**Placed cells, one color a class**

Scale: 6 px per um.
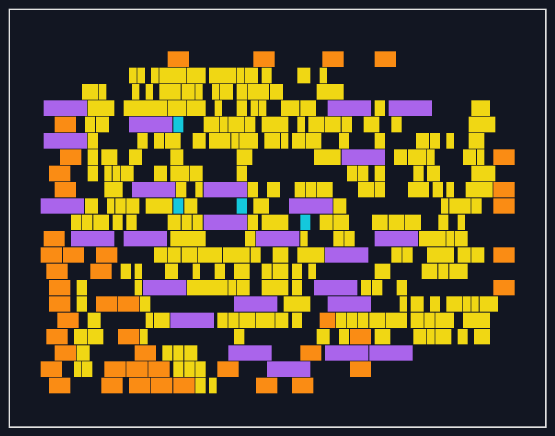
**Sequential cells colored by netlist name**

Scale: 4 px per um. Other sequential cells in the stronger gray, the rest of the logic in the fainter gray.
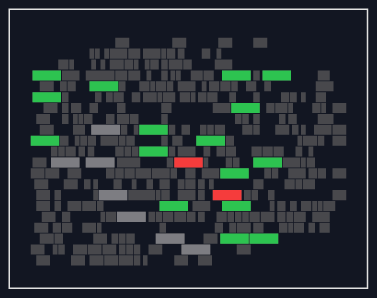
**Met3 routing**

Scale: 3 px per um.
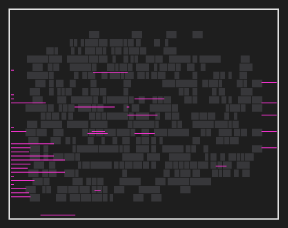
**Placement view**

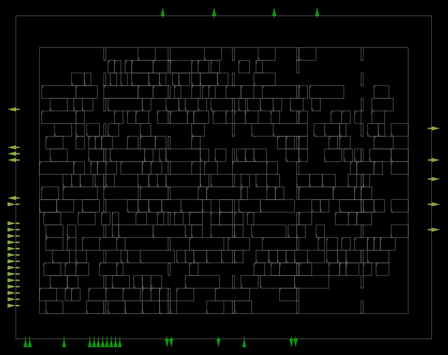
===== src/rtl/snake_pkg.sv =====
// Shared definitions for the snake game blocks: FSM state encoding,
// default screen geometry and BCD digit width.
package snake_pkg;

  typedef enum logic [1:0] {
    PLAY = 2'd0,
    EAT  = 2'd1,
    DEAD = 2'd2
  } state_e;

  localparam int H_ACTIVE_DEF = 640;
  localparam int V_ACTIVE_DEF = 480;
  localparam int BORDER_DEF   = 10;
  localparam int BCD_W        = 4;

endpackage


===== src/rtl/bcd_add_sat.sv =====
// Combinational 4-digit BCD adder with a single-digit addend.
// Any carry out of the top digit means the sum passed 9999, so the result pins there.
module bcd_add_sat
  import snake_pkg::*;
(
  input  logic [4*BCD_W-1:0] bcd_i,
  input  logic [BCD_W-1:0]   addend_i,
  output logic [4*BCD_W-1:0] sum_o
);

  logic [4*BCD_W-1:0] res;
  logic [BCD_W:0]     carry;
  logic [BCD_W:0]     digit;

  // Ripple through the digits; a valid digit plus addend plus carry never exceeds 19.
  always_comb begin
    res   = '0;
    carry = {1'b0, addend_i};
    digit = '0;
    for (int i = 0; i < 4; i++) begin
      digit = {1'b0, bcd_i[i*BCD_W +: BCD_W]} + carry;
      if (digit > 5'd9) begin
        res[i*BCD_W +: BCD_W] = 4'(digit - 5'd10);
        carry = 5'd1;
      end else begin
        res[i*BCD_W +: BCD_W] = digit[BCD_W-1:0];
        carry = 5'd0;
      end
    end
    sum_o = (carry != 5'd0) ? 16'h9999 : res;
  end

endmodule


===== src/rtl/apple_eat_detect.sv =====
// Per-frame collision judge: collects apple/self/wall hits during the scan and,
// at each vsync falling edge, decides between eating, dying or carrying on.
module apple_eat_detect
  import snake_pkg::*;
#(
  parameter int H_ACTIVE = H_ACTIVE_DEF,
  parameter int V_ACTIVE = V_ACTIVE_DEF,
  parameter int BORDER   = BORDER_DEF,
  parameter int POINTS   = 1
) (
  input  logic        clock,
  input  logic        reset,
  input  logic        vert_sync,
  input  logic [9:0]  pixel_row,
  input  logic [9:0]  pixel_column,
  input  logic        is_apple,
  input  logic        is_snake_head,
  input  logic        is_snake_body,
  input  logic        restart,
  output logic        got_apple,
  output logic        grow,
  output logic        game_over,
  output logic [15:0] score_bcd
);

  localparam logic [9:0] COL_LO = 10'(BORDER);
  localparam logic [9:0] COL_HI = 10'(H_ACTIVE - BORDER);
  localparam logic [9:0] ROW_LO = 10'(BORDER);
  localparam logic [9:0] ROW_HI = 10'(V_ACTIVE - BORDER);
  localparam logic [3:0] PTS    = 4'(POINTS);

  state_e      state_q;
  logic        vsync_q;
  logic        eat_q, self_q, wall_q;
  logic        got_apple_q, grow_q, game_over_q;
  logic [15:0] score_q, score_d;
  logic        frame_end, in_band, death;

  assign frame_end = vsync_q & ~vert_sync;
  assign in_band   = (pixel_column < COL_LO) || (pixel_column >= COL_HI) ||
                     (pixel_row < ROW_LO) || (pixel_row >= ROW_HI);
  assign death     = self_q | wall_q;

  bcd_add_sat u_add (
    .bcd_i    (score_q),
    .addend_i (PTS),
    .sum_o    (score_d)
  );

  // Hits seen while dead are discarded so a mid-frame restart starts clean.
  always_ff @(posedge clock) begin
    if (reset) begin
      state_q     <= PLAY;
      vsync_q     <= 1'b0;
      eat_q       <= 1'b0;
      self_q      <= 1'b0;
      wall_q      <= 1'b0;
      got_apple_q <= 1'b0;
      grow_q      <= 1'b0;
      game_over_q <= 1'b0;
      score_q     <= 16'h0000;
    end else begin
      vsync_q <= vert_sync;
      grow_q  <= 1'b0;
      if (frame_end || state_q == DEAD) begin
        eat_q  <= 1'b0;
        self_q <= 1'b0;
        wall_q <= 1'b0;
      end else begin
        eat_q  <= eat_q  | (is_apple & is_snake_head);
        self_q <= self_q | (is_snake_head & is_snake_body);
        wall_q <= wall_q | (is_snake_head & in_band);
      end
      case (state_q)
        PLAY: if (frame_end) begin
          if (death) begin
            state_q     <= DEAD;
            game_over_q <= 1'b1;
          end else if (eat_q) begin
            state_q     <= EAT;
            got_apple_q <= 1'b1;
            grow_q      <= 1'b1;
            score_q     <= score_d;
          end
        end
        EAT: if (frame_end) begin
          got_apple_q <= 1'b0;
          state_q     <= death ? DEAD : PLAY;
          game_over_q <= death;
        end
        DEAD: if (restart) begin
          state_q     <= PLAY;
          game_over_q <= 1'b0;
          score_q     <= 16'h0000;
        end
        default: state_q <= PLAY;
      endcase
    end
  end

  assign got_apple = got_apple_q;
  assign grow      = grow_q;
  assign game_over = game_over_q;
  assign score_bcd = score_q;

endmodule


===== config.mk =====
export PLATFORM = sky130hd
export DESIGN_NAME = apple_eat_detect
export DESIGN_NICKNAME = d
export VERILOG_FILES = /design/src/rtl/snake_pkg.sv /design/src/rtl/bcd_add_sat.sv /design/src/rtl/apple_eat_detect.sv
export SDC_FILE = /design/constraint.sdc
export NUM_CORES = 1
export LEC_CHECK = 0
export CORE_ASPECT_RATIO = 0.75
export CORE_MARGIN = 5
export CORE_UTILIZATION = 44
export CTS_BUF_LIST = sky130_fd_sc_hd__clkbuf_2
export DETAILED_ROUTE_END_ITERATION = 6
export PLACE_DENSITY = 0.71
export SLEW_MARGIN = 15
export SYNTH_ARGS = -nofsm -noshare
export SYNTH_HDL_FRONTEND = slang
export SYNTH_HIERARCHICAL = 1
export SYNTH_SLANG_ARGS = --single-unit

===== constraint.sdc =====
create_clock -name clock -period 10.7 [get_ports clock]
set_input_delay 2.14 -clock clock [delete_from_list [all_inputs] [get_ports clock]]
set_output_delay 2.14 -clock clock [all_outputs]
set_load 0.02 [all_outputs]

==> metrics.csv <==
metric;value;unit
outcome;complete, no violations;
top routing layer in use;met4;
number of flops mapped to enable cells by yosys;0;
startpoint types;flop;
share of the synthesized area in the top cell type;24.18;%
relative contribution of the clock network to total power;21.7;%
synthesized-area fraction occupied by adder cells;10.64;%
Power Total;175.9;uW
horizontal die dimension;89.19;um
clock-pin slew on the worst setup and hold paths;250;ps
tally of OpenROAD warnings;33;
number of antenna repair diodes;0;
post-synthesis cell type with the largest instance count;a21oi_1;
Top Layout Cells;clkdlybuf4s50_1, a21oi_1, dfxtp_1;
Worst path slowest cell;nor2_1;
max-cap check violation count;0;
TritonCTS buffer count;3;
top cell types by occurrence after synthesis;a21oi_1, dfxtp_1, nand3b_1, nor2_1, ha_1;
data required time of the critical path;11000;ps
Synthesized registers;25;
Compound Share, Synth;27.51;%
Starting Density;45.79;%
AND/OR/NAND/NOR Cells, Area Fraction;27.21;%
met3 wire length;232;um
global-route usage over all layers;15.92;%
Clock H-tree levels;1;
-- 'placed cells, one color a class' (at the start) --
legend:
  purple:
    class: sequential cells
    cells: 25
    share_of_their_area: 20%
  yellow:
    class: remaining logic cells
    cells: 231
    share_of_their_area: 61%
  orange:
    class: remaining buffers and delay cells
    cells: 44
    share_of_their_area: 18%
  cyan:
    class: clock drivers and dummy loads
    cells: 4
    share_of_their_area: 0.81%
core area: 0.004519 mm2
final core utilization: 55.98%
fin area: 0.002530 mm2
Site Rows: 21
Seq area share: 19.78%

-- 'sequential cells colored by netlist name' (at the start) --
legend:
  green:
    name_in_the_netlist: score_bcd
    sequential_cells: 16
  red:
    name_in_the_netlist: state_q
    sequential_cells: 2
not colored: 7
sequential power: 98.5 uW
register area: 500.5 um2

-- 'met3 routing' (at the start) --
share of all routed wire: 4.8%
longest straight run: 17.7 um
GR met3 Demand/Resource: 3.682%
total via count in the routed design: 2012
routed wire length: 4.814 mm

-- 'placement view' (at the start) --
fin cells: 361
Tap Count: 57
number of filler instances in the final layout: 427

-- routing by layer --
layer | vias up | global-route usage, %
met1 | 919 | 22.36
met2 | 46 | 24.20
li1 | 1043 | -
met5 | - | 0
met3 | 4 | 3.682
met4 | 0 | 4.132
-- area by class of cell --
type / count / share of cell area [%]
Clock buffer: 3 / 0.5935
Clock inverter: 1 / 0.1978
Inverter: 12 / 1.780
Multi-Input combinational cell: 219 / 57.52
Sequential cell: 25 / 19.78
Tap cell: 57 / 2.819
Timing Repair Buffer: 44 / 17.31
-- flip-flops by register name (all words and copies together), names as in the netlist --
name and cells:
score_bcd 16, state_q 2, eat_q 1, game_over 1, got_apple 1, grow 1
self_q 1, vsync_q 1, wall_q 1
-- final timing paths --
kind / start / end / depth (start not counted)
worst min-delay path: score_bcd[3]$_SDFFE_PP0P_ / score_bcd[3]$_SDFFE_PP0P_ / 2
worst max register to register: score_bcd[0]$_SDFFE_PP0P_ / score_bcd[11]$_SDFFE_PP0P_ / 24
worst max-delay path: score_bcd[0]$_SDFFE_PP0P_ / score_bcd[11]$_SDFFE_PP0P_ / 24
worst min register to register: score_bcd[3]$_SDFFE_PP0P_ / score_bcd[3]$_SDFFE_PP0P_ / 2
-- kinds of logic after synthesis --
kind of cell	Yosys count
compound gates	93
xor+xnor	6
simple gates	95
fa+ha+maj	17
buf+inv	23
flops	25
other cells	2
mux	3
-- power by group through the flow --
stage          combinational, mW  clock (mW)  sequential (mW)
6_report                  0.0393      0.0381           0.0985
5_1_grt                   0.0436      0.0439           0.0990
4_1_cts                   0.0395      0.0403           0.0985
2_1_floorplan             0.0226           0            0.101
3_3_place_gp              0.0389           0            0.100
3_5_place_dp              0.0395           0            0.100
No activity file was given, so power comes from the tool's default toggle rates.
